**src/rtl/buffered_uart_rx.sv**
```systemverilog
// UART receiver (8N1, or 8E1 with BUFFERED_UART_RX_PARITY_EN) feeding a first-word-fall-through FIFO.
// Reports framing/parity errors as a 1-cycle pulse and sticky FIFO overflow.
module buffered_uart_rx #(
    parameter int unsigned CLKS_PER_BIT = 217,
    parameter int unsigned DEPTH_LOG2   = 4
) (
    input  logic                  clk,
    input  logic                  rst,
    input  logic                  uart_rx,
    input  logic                  rd_en,
    output logic [7:0]            rd_data,
    output logic                  empty,
    output logic                  full,
    output logic [DEPTH_LOG2:0]   level,
    output logic                  frame_err,
    output logic                  overflow
);

    localparam int unsigned CW    = (CLKS_PER_BIT > 1) ? $clog2(CLKS_PER_BIT) : 1;
    localparam int unsigned DEPTH = 2 ** DEPTH_LOG2;
    localparam logic [CW-1:0] HALF_CNT = CW'(CLKS_PER_BIT / 2 - 1);
    localparam logic [CW-1:0] LAST_CNT = CW'(CLKS_PER_BIT - 1);

    typedef enum logic [2:0] {
        S_IDLE,
        S_START,
        S_DATA,
        S_STOP
`ifdef BUFFERED_UART_RX_PARITY_EN
        , S_PARITY
`endif
    } state_t;

    logic          rx_meta, rx_s;
    state_t        state, state_n;
    logic [CW-1:0] bit_cnt, bit_cnt_n;
    logic [2:0]    idx, idx_n;
    logic [7:0]    sh, sh_n;
    logic          push, ferr_n;
`ifdef BUFFERED_UART_RX_PARITY_EN
    logic          par, par_n;
`endif

    always_ff @(posedge clk) begin
        if (rst) begin
            rx_meta <= 1'b1;
            rx_s    <= 1'b1;
        end else begin
            rx_meta <= uart_rx;
            rx_s    <= rx_meta;
        end
    end

    always_ff @(posedge clk) begin
        if (rst) begin
            state     <= S_IDLE;
            bit_cnt   <= '0;
            idx       <= '0;
            sh        <= '0;
            frame_err <= 1'b0;
`ifdef BUFFERED_UART_RX_PARITY_EN
            par       <= 1'b0;
`endif
        end else begin
            state     <= state_n;
            bit_cnt   <= bit_cnt_n;
            idx       <= idx_n;
            sh        <= sh_n;
            frame_err <= ferr_n;
`ifdef BUFFERED_UART_RX_PARITY_EN
            par       <= par_n;
`endif
        end
    end

    // Every sample point after START is one full bit period after the previous one,
    // so the START half-bit offset keeps all later samples at mid-bit.
    always_comb begin
        state_n   = state;
        bit_cnt_n = bit_cnt + 1'b1;
        idx_n     = idx;
        sh_n      = sh;
        push      = 1'b0;
        ferr_n    = 1'b0;
`ifdef BUFFERED_UART_RX_PARITY_EN
        par_n     = par;
`endif
        unique case (state)
            S_IDLE: begin
                bit_cnt_n = '0;
                if (!rx_s) state_n = S_START;
            end
            S_START: begin
                if (bit_cnt == HALF_CNT) begin
                    bit_cnt_n = '0;
                    idx_n     = '0;
                    state_n   = rx_s ? S_IDLE : S_DATA;
                end
            end
            S_DATA: begin
                if (bit_cnt == LAST_CNT) begin
                    bit_cnt_n = '0;
                    sh_n[idx] = rx_s;
                    idx_n     = idx + 3'd1;
                    if (idx == 3'd7) begin
`ifdef BUFFERED_UART_RX_PARITY_EN
                        state_n = S_PARITY;
`else
                        state_n = S_STOP;
`endif
                    end
                end
            end
`ifdef BUFFERED_UART_RX_PARITY_EN
            S_PARITY: begin
                if (bit_cnt == LAST_CNT) begin
                    bit_cnt_n = '0;
                    par_n     = rx_s;
                    state_n   = S_STOP;
                end
            end
`endif
            S_STOP: begin
                if (bit_cnt == LAST_CNT) begin
                    bit_cnt_n = '0;
                    state_n   = S_IDLE;
`ifdef BUFFERED_UART_RX_PARITY_EN
                    if (rx_s && !(^{sh, par})) push = 1'b1;
`else
                    if (rx_s) push = 1'b1;
`endif
                    else ferr_n = 1'b1;
                end
            end
            default: state_n = S_IDLE;
        endcase
    end

    logic [7:0]          mem [DEPTH];
    logic [DEPTH_LOG2:0] wr_ptr, rd_ptr;
    logic                pop, wr_ok;

    assign level   = wr_ptr - rd_ptr;
    assign full    = (level == (DEPTH_LOG2 + 1)'(DEPTH));
    assign empty   = (level == '0);
    assign pop     = rd_en && !empty;
    // When full, a simultaneous pop frees the head slot, which is the slot being written.
    assign wr_ok   = push && (!full || pop);
    assign rd_data = empty ? '0 : mem[rd_ptr[DEPTH_LOG2-1:0]];

    always_ff @(posedge clk) begin
        if (wr_ok) mem[wr_ptr[DEPTH_LOG2-1:0]] <= sh;
    end

    always_ff @(posedge clk) begin
        if (rst) begin
            wr_ptr   <= '0;
            rd_ptr   <= '0;
            overflow <= 1'b0;
        end else begin
            if (wr_ok) wr_ptr <= wr_ptr + 1'b1;
            if (pop)   rd_ptr <= rd_ptr + 1'b1;
            if (push && !wr_ok) overflow <= 1'b1;
        end
    end

endmodule

```
**config.mk**
```make
export PLATFORM = sky130hd
export DESIGN_NAME = buffered_uart_rx
export DESIGN_NICKNAME = d
export VERILOG_FILES = /design/src/rtl/buffered_uart_rx.sv
export SDC_FILE = /design/constraint.sdc
export NUM_CORES = 1
export LEC_CHECK = 0
export CELL_PAD_IN_SITES_DETAIL_PLACEMENT = 0
export CELL_PAD_IN_SITES_GLOBAL_PLACEMENT = 1
export CORE_MARGIN = 2
export CORE_UTILIZATION = 48
export DETAILED_ROUTE_END_ITERATION = 7
export MAX_ROUTING_LAYER = met4
export PLACE_DENSITY_LB_ADDON = 0.1
export SYNTH_ARGS = -nofsm -noshare
export SYNTH_HDL_FRONTEND = slang
export SYNTH_SLANG_ARGS = --single-unit
```
**constraint.sdc**
```tcl
create_clock -name clk -period 3.9 [get_ports clk]
set_input_delay 0.39 -clock clk [delete_from_list [all_inputs] [get_ports clk]]
set_output_delay 0.39 -clock clk [all_outputs]
set_load 0.05 [all_outputs]
```
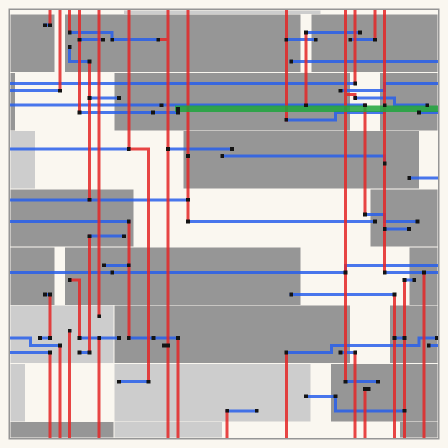
**Above:** run 1 (close-up of the layout).
Region (83, 21) to (103, 41) microns. Cells in grey, sequential cells in the stronger grey; small squares are vias.
layer	colour
met2	red
met1	blue
met3	green
netlist names of flops here include	mem (7)
cells with their middle in the window	9
sequential cells in the window	7
most frequent	edfxtp_1 (7), mux4_2 (1), clkbuf_16 (1)

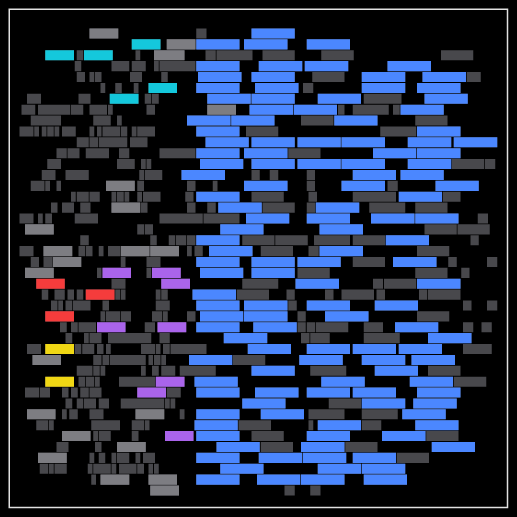
**Above:** run 1 (sequential cells coloured by netlist name).
(4 px per micron) Other sequential cells in the stronger grey, the rest of the logic in the fainter grey.
signal	colour	sequential cells
sh	purple	8
idx	red	3
rd_ptr	cyan	5
state	yellow	2
mem	blue	128
Util after Layout: 56.68%
Seq group: 1.95 mW
sequential cell area: 4626 sq um
Seq/total area: 58.34%

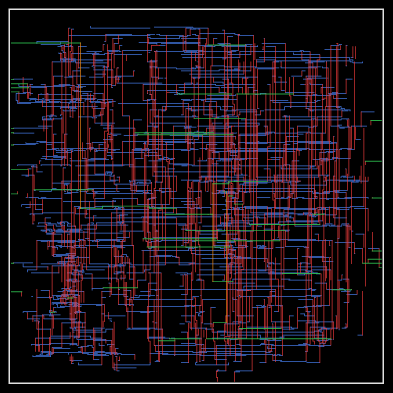
**Above:** run 1 (signal wires by layer).
(3 px per micron)
layer	colour	wire length
met2	red	6850 microns
met3	green	550 microns
met1	blue	5880 microns
met4	orange	131 microns
Vias: 3575
total track usage: 19.10%
final wirelength: 13400 microns
WL/cell: 20.81 microns

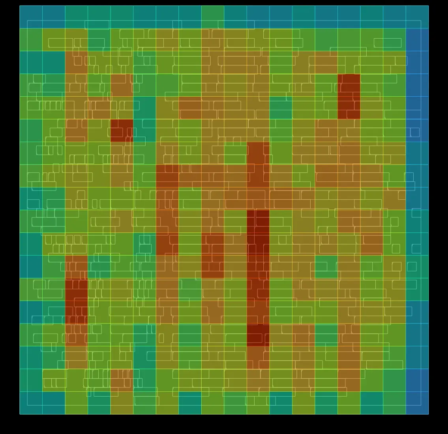
**Above:** run 1 (congestion heat map).
met1 global-route usage: 24.92%
met2 Use GR: 30.12%
GR peak layer: met2

==> flow_summary.toml, run 1 <==
# yosys + openroad results
[outcome]
status = "completed"

[setup_path]
slowest_stage = "clkdlybuf4s50_1"
crit_type = "register to output port"
cpPeakStageDelay_ns = 0.81
crit_fanout = 8
worst-path-buf-inv = 3
crit_family = "buffers and inverters"
r2r_slack_ns = 0.65
startpoint_type = "register"

[drt]
via_per_inst = 5.551
firstDrtPassIters = 4

[sta]
tightest_slew_ns = 0.7558
whs_ns = 0.4135
max_freq_mhz = 281.3
tns_ns = 0
setup_violations = 0
rsz0062_at_grt = "no"
finalHoldViolCount = 0

[synthesis]
synth_area_sq_um = 6935
synth_seq_share_pct = 66.68
top_cells_by_area = "edfxtp_1 (55%), mux4_2 (12%), dfxtp_1 (11%), ha_1 (2.3%), nor2_1 (1.8%)"
edf_count = 128
synth_top_cell_by_area = "edfxtp_1"
async_flop_share_pct = 0
synth-area-yosys_sq_um = 6935
synth_top_flop_cell = "edfxtp_1"

[hold_path]
hold_class = "register to register"

[clock_network]
root_buffer = "clkbuf_16"
clk-insertion-delay-late_ns = 0.41
postCtsSetupRepairBufs = 0
clock_path_buffers = 2

[power]
p_per_area_nw_per_um2 = 625.5
ir_worst_vdd_uv = 499.7

[floorplanning]
fp.dieW_microns = 124.2
core-area_sq_um = 13990
rows = 43
boundaryPins = 21

[grt]
grt_pass1_wl_microns = 21360
overflow = 0
grt_start_max_net_pins = 33

[layout]
fin_area_sq_um = 7929
area_growth_pct = 14.32
diodes = 0

[placement]
dpl-instance-area_sq_um = 7305
gp_congestion = 0.8008
run 1: where the power goes:
group	switching (mW)	total, mW	internal, mW	leakage (nW)
clock network	0.618	1.74	1.12	0.305
registers	0.0428	1.95	1.91	1.50
logic	0.772	1.27	0.500	0.881
run 1: stage by stage:
step                      setup WS (ns)  std cells  util (%)
final                            0.3446        644     56.68
after global routing             0.1087        644     56.68
after CTS                        0.3134        644     56.68
after detailed placement         0.6318        612     52.22
after global placement           0.7252        612     52.22
after floorplan                  0.1494        424         -
run 1: layout make-up:
cell class	instances	area, sq um	share of cell area [%]
Clock inverter	9	146.4	1.846
Inverter	11	41.29	0.5208
Multi-Input combinational cell	227	2170	27.36
Tap cell	180	225.2	2.840
Sequential cell	167	4626	58.34
Clock buffer	23	478.0	6.028
Timing Repair Buffer	27	242.7	3.061
run 1: per-layer routing:
metal	part of all wire, %	GRT usage (%)	wire (microns)	vias to the layer above
met1	44	24.92	5874	1795
met2	51	30.12	6845	81
met5	0	-	0	-
met3	4.1	4.303	550	7
li1	-	-	-	1692
met4	0.98	6.213	131	0
run 1: registers in the layout (all words and copies together) (netlist names), named ones only:
| signal | count |
|---|---|
| overflow | 1 |
| idx | 3 |
| rx_s | 1 |
| rd_ptr | 5 |
| bit_cnt | 8 |
| sh | 8 |
| frame_err | 1 |
| mem | 128 |
| wr_ptr | 5 |
| state | 2 |
| rx_meta | 1 |
run 1: cells by family after synthesis:
logic type / Yosys count / share of synthesized area (%)
xor gates and xnor gates: 13 / 1.858
muxes: 50 / 14.50
AOI/OAI and AO/OA: 34 / 3.031
buffers and inverters: 30 / 2.111
and+or+nand+nor: 116 / 9.183
DFF: 167 / 66.68
adders and majority gates: 14 / 2.634
run 1: cells in the final DEF (no fill, tap or decap), types with 2 or more instances in the layout:
cell type          n
nor2_1            33
clkbuf_8           3
clkdlybuf4s50_1   11
buf_4             15
o21ai_0           10
bufinv_16          4
nand2b_1           2
nand2_1           12
nand3b_1           4
nor3b_1            2
edfxtp_1         128
clkinv_2           3
nor3_1             6
nor2b_1           12
xnor2_1            5
or2_2              2
nand3_1           14
a21oi_1           14
dfxtp_1           38
mux4_2            38
inv_1             10
and3_1            15
clkbuf_16         17
ha_1              13
clkbuf_1           3
xor2_1             6
mux2i_1            9
or3_1              5
run 1: worst paths after layout:
| check | startpoint | endpoint | cells after the start |
|---|---|---|---|
| setup reg to reg | wr_ptr[0]$_SDFFE_PP0P_ | mem[15][4]$_DFFE_PP_ | 8 |
| hold / removal | rx_meta$_SDFF_PP1_ | rx_s$_SDFF_PP1_ | 1 |
| hold reg to reg | rx_meta$_SDFF_PP1_ | rx_s$_SDFF_PP1_ | 1 |
| setup / recovery | wr_ptr[0]$_SDFFE_PP0P_ | full | 8 |
==> run 1 -> run 2 <==
Settings changed: ABC_CLOCK_PERIOD_IN_PS set to 3900, MAX_ROUTING_LAYER met4 to not set.
==> run 2 against run 1 <==
Against the previous run: non-clock buffer count unchanged; clock power about the same; synthesized area unchanged; register-to-register slack about the same; fmax about the same; global-route usage decreased by 0.56 points; critical endpoint unchanged.
==> flow_summary.toml, run 2 <==
# yosys + openroad results
[synthesis]
synth_area_sq_um = 6935
synth-area-yosys_sq_um = 6935
synth_top_cell_by_area = "edfxtp_1"
edf_count = 128
synth_seq_share_pct = 66.68
async_flop_share_pct = 0
synth_top_flop_cell = "edfxtp_1"
top_cells_by_area = "edfxtp_1 (55%), mux4_2 (12%), dfxtp_1 (11%), ha_1 (2.3%), nor2_1 (1.8%)"

[placement]
dp.cells = 612
gp_congestion = 0.7897

[floorplanning]
fp.dieW_microns = 124.2
boundaryPins = 21
rows = 43
core-area_sq_um = 13990

[power]
p_sw_mw = 1.438
p_per_area_nw_per_um2 = 626.1
p_clk_share_pct = 35.1
swShare_pct = 28.97
sequentialPowerShare_pct = 39.3
ir_worst_vdd_uv = 499.5
p_int_mw = 3.526

[layout]
utilization_pct = 56.68
diodes = 0
final_cell_count_no_fill = 644
area_growth_pct = 14.32
layout_top_cell = "edfxtp_1"
lay_top_cells = "edfxtp_1 (128), mux4_2 (38), dfxtp_1 (38)"

[hold_path]
hold_class = "register to register"

[sta]
tns_ns = 0
tightest_slew_ns = 0.7444
finalHoldViolCount = 0
whs_ns = 0.4148
rsz0062_at_grt = "no"
setup_violations = 0

[clock_network]
clk-insertion-delay-late_ns = 0.41
clock_path_buffers = 2
postCtsSetupRepairBufs = 0
root_buffer = "clkbuf_16"
post_cts_resized = 0

[setup_path]
slowest_stage = "clkdlybuf4s50_1"
crit_family = "buffers and inverters"
crit_fanout = 8
cpPeakStageDelay_ns = 0.81
startpoint_type = "register"
worst-path-buf-inv = 3

[drt]
via_per_inst = 5.564
firstDrtPassIters = 4

[grt]
grt_pass1_wl_microns = 21360

[outcome]
status = "completed"
==> run 2: cell counts after synthesis <==
Identical to the previous run, type by type.
==> run 2: cell families after synthesis <==
group,after synthesis,synth area share [%]
adders and majority gates,14,2.634
muxes,50,14.50
xor gates and xnor gates,13,1.858
buffers and inverters,30,2.111
DFF,167,66.68
and+or+nand+nor,116,9.183
AOI/OAI and AO/OA,34,3.031
==> run 2: path summary, 6_finish.rpt <==
path	start	endpoint	slack [ns]	cells past startpoint
min	rx_meta$_SDFF_PP1_	rx_s$_SDFF_PP1_	0.41	1
max	wr_ptr[0]$_SDFFE_PP0P_	full	0.34	8
min reg2reg	rx_meta$_SDFF_PP1_	rx_s$_SDFF_PP1_	0.41	1
max reg2reg	wr_ptr[0]$_SDFFE_PP0P_	mem[11][7]$_DFFE_PP_	0.65	8
==> run 2: cell type report <==
class / instances / area (sq um)
clock buffers: 23 / 478.0
clock inverters: 9 / 146.4
fillers: 1114 / 6060
inverters: 11 / 41.29
multi-input cells: 227 / 2170
flip-flops and latches: 167 / 4626
well taps: 180 / 225.2
repair buffers: 27 / 242.7
==> run 2: routing by layer <==
metal | share of wire (%) | vias to the layer above | GRT usage (%)
met5 | 0 | - | 0
met4 | 1.0 | 0 | 5.882
met3 | 3.5 | 9 | 4.432
met2 | 50 | 62 | 30.02
met1 | 45 | 1818 | 25.04
li1 | - | 1694 | -
==> run 2: per-stage QoR <==
stage	setup slack [ns]	power, mW	instance area [sq um]
floorplan	0.1494	2.920	6940
global placement	0.7252	3.278	7305
detailed placement	0.6318	3.280	7305
CTS	0.3134	5.017	7929
global route	0.1080	5.148	7929
finish	0.3428	4.964	7929
==> run 2: power by group through the flow <==
stage          Clock [mW]  Sequential (mW)  Combinational, mW
4_1_cts              1.77             1.95               1.29
2_1_floorplan           0             1.96              0.963
6_report             1.74             1.95               1.27
3_5_place_dp            0             1.99               1.29
5_1_grt              1.85             1.96               1.34
3_3_place_gp            0             1.99               1.29
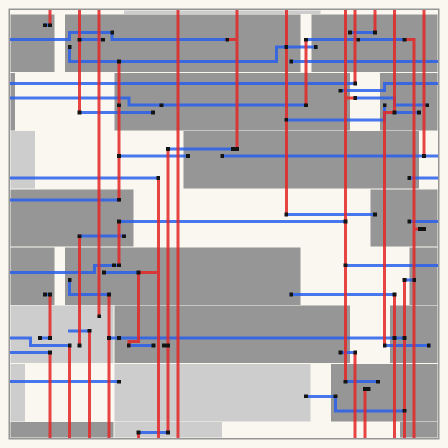
**Above:** run 2 (close-up of the layout).
Region (83, 21) to (103, 41) microns. Cells in grey, sequential cells in the stronger grey; small squares are vias.
layer	colour
met2	red
met1	blue
sequential cells in the window	7
cells with their middle in the window	9
most frequent	edfxtp_1 (7), mux4_2 (1), clkbuf_16 (1)
netlist names of flops here include	mem (7)

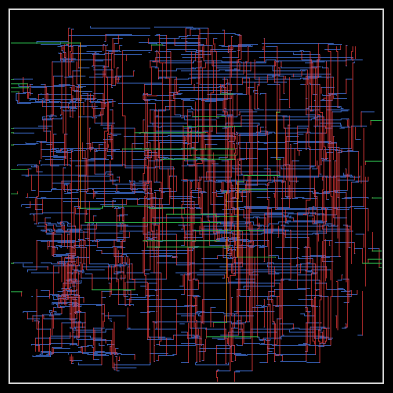
**Above:** run 2 (signal wires by layer).
(3 px per micron)
layer	colour	wire length
met3	green	471 microns
met4	orange	139 microns
met1	blue	6030 microns
met2	red	6750 microns
Vias: 3583
WL/cell: 20.80 microns
final wirelength: 13400 microns
total track usage: 18.54%

==> run 2 -> run 3 <==
Settings changed: CORE_UTILIZATION 48 to 40.
==> run 3 against run 2 <==
Against the previous run: combinational power barely moved; critical endpoint unchanged; hold slack got worse by 0.0057 ns; sequential cell count is the same; count of clock-buffer cells in the layout down 5; critical path depth did not move; synthesized cell count unchanged; fmax up 0.58%; global-route usage down 1.2 points; non-clock buffer count decreased by 1.
==> flow_summary.toml, run 3 <==
# yosys + openroad results
[floorplanning]
core-area_sq_um = 17120
chipArea_sq_um = 18410
rows = 48
fp.dieW_microns = 135.7

[drt]
ant_nets = 0
via_per_inst = 5.227
firstDrtPassIters = 5

[sta]
setup_violations = 0
finalHoldViolCount = 0
rsz0062_at_grt = "no"
tns_ns = 0

[hold_path]
hold_class = "register to register"

[layout]
utilization_pct = 46.81
area_growth_pct = 15.52
layout_top_cell = "edfxtp_1"
lay_top_cells = "edfxtp_1 (128), mux4_2 (38), dfxtp_1 (38)"
mi_logic_area_sq_um = 2170
diodes = 0
fillCellCount = 1498

[synthesis]
synth_seq_share_pct = 66.68
edf_count = 128
synth-area-yosys_sq_um = 6935
top_cells_by_area = "edfxtp_1 (55%), mux4_2 (12%), dfxtp_1 (11%), ha_1 (2.3%), nor2_1 (1.8%)"
synth_top_cell_by_area = "edfxtp_1"
synth_top_flop_cell = "edfxtp_1"
yosysMostFrequentCell = "edfxtp_1"

[clock_network]
root_buffer = "clkbuf_16"
clock_path_buffers = 2
post_cts_resized = 0

[setup_path]
worst-path-buf-inv = 3
crit_family = "buffers and inverters"
crit_fanout = 8
slowest_stage = "clkdlybuf4s50_1"
cpPeakStageDelay_ns = 0.81

[power]
p_per_area_nw_per_um2 = 633.5
ir_worst_vdd_uv = 505.1

[grt]
grt_pass1_vias = 3632
grt_pass1_wl_microns = 22480

[outcome]
status = "completed"

[placement]
gp_congestion = 0.7496
run 3: per-stage QoR:
stage	instances	hold WS [ns]	power, mW	worst slack, ns	cell area, sq um
2_1_floorplan	424	0.3895	2.920	0.1494	6940
3_3_place_gp	656	0.3942	3.280	0.6329	7353
3_5_place_dp	656	0.3984	3.278	0.6094	7353
4_1_cts	687	0.4127	5.137	0.3229	8011
5_1_grt	687	0.4224	5.265	0.1409	8011
6_report	687	0.4090	5.075	0.3633	8011
run 3: area by class of cell:
class / instances / share of cell area, %
sequential: 167 / 57.74
multi-input combinational: 227 / 27.08
clock buffer: 18 / 5.357
tap: 225 / 3.514
timing repair buffer: 26 / 2.936
clock inverter: 13 / 2.858
inverter: 11 / 0.5154
run 3: final timing paths:
kind                                from                    to  slack, ns  depth (start not counted)
setup / recovery  wr_ptr[0]$_SDFFE_PP0P_                  full       0.36                          8
hold / removal        rx_meta$_SDFF_PP1_       rx_s$_SDFF_PP1_       0.41                          1
setup reg to reg  wr_ptr[0]$_SDFFE_PP0P_  mem[11][3]$_DFFE_PP_       0.60                          8
hold reg to reg       rx_meta$_SDFF_PP1_       rx_s$_SDFF_PP1_       0.41                          1
run 3: worst register-to-register path: stages, from the launching register on:
cell and delay [ns]:
dfxtp_1 0.39, inv_1 0.12, ha_1 0.23, fa_1 0.42, xnor2_2 0.28, nor2_1 0.12
mux2i_4 0.27, o31a_1 0.57, and3_1 0.54
run 3: cell families (layout without fill, tap and decap cells):
logic type	after synthesis	in the layout	share of synthesized area [%]
buf+inv	30	68	2.111
compound gates	34	34	3.031
xor+xnor	13	13	1.858
fa+ha+maj	14	14	2.634
flops	167	167	66.68
mux	50	50	14.50
simple gates	116	116	9.183
run 3: per-layer routing:
| metal | up-vias | GRT usage [%] | wire (microns) |
|---|---|---|---|
| li1 | 1695 | - | - |
| met1 | 1811 | 24.46 | 6772 |
| met2 | 78 | 26.74 | 7065 |
| met3 | 7 | 4.227 | 647 |
| met5 | - | 0 | 0 |
| met4 | 0 | 5.498 | 159 |
run 3: report_power, final:
| group | switching (mW) | internal [mW] | total, mW | leakage (nW) |
|---|---|---|---|---|
| Clock | 0.662 | 1.20 | 1.86 | 0.311 |
| Sequential | 0.0600 | 1.91 | 1.97 | 1.50 |
| Combinational | 0.755 | 0.495 | 1.25 | 0.875 |
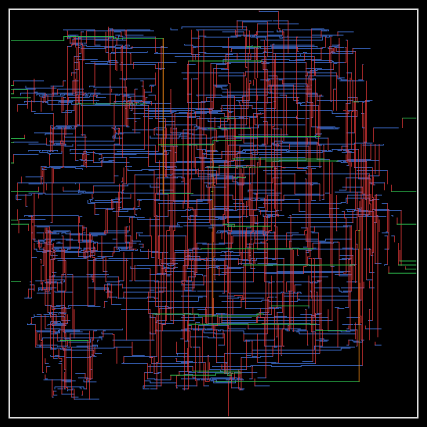
**Above:** run 3 (signal wires by layer).
(3 px per micron)
layer	colour	wire length
met2	red	7070 microns
met1	blue	6770 microns
met4	orange	159 microns
met3	green	647 microns
total track usage: 17.36%
final wirelength: 14640 microns
WL/cell: 21.32 microns
Vias: 3591

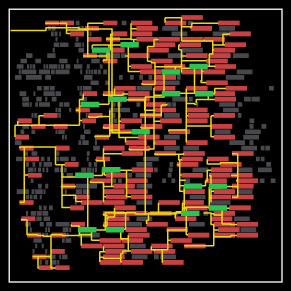
**Above:** run 3 (clock wires, drivers and flops).
(2 px per micron)
[clock wires] yellow | length: 1860 microns
[flip-flops] red | count: 167
[cells driving clock nets] green | count: 17
routed clock nets	18
Insertion Delay late pin: 0.42 ns
Clock power frac: 36.6%
clk_skew: 0.01078 ns
clock network power: 1.86 mW

Power and IR drop assume default switching activity.
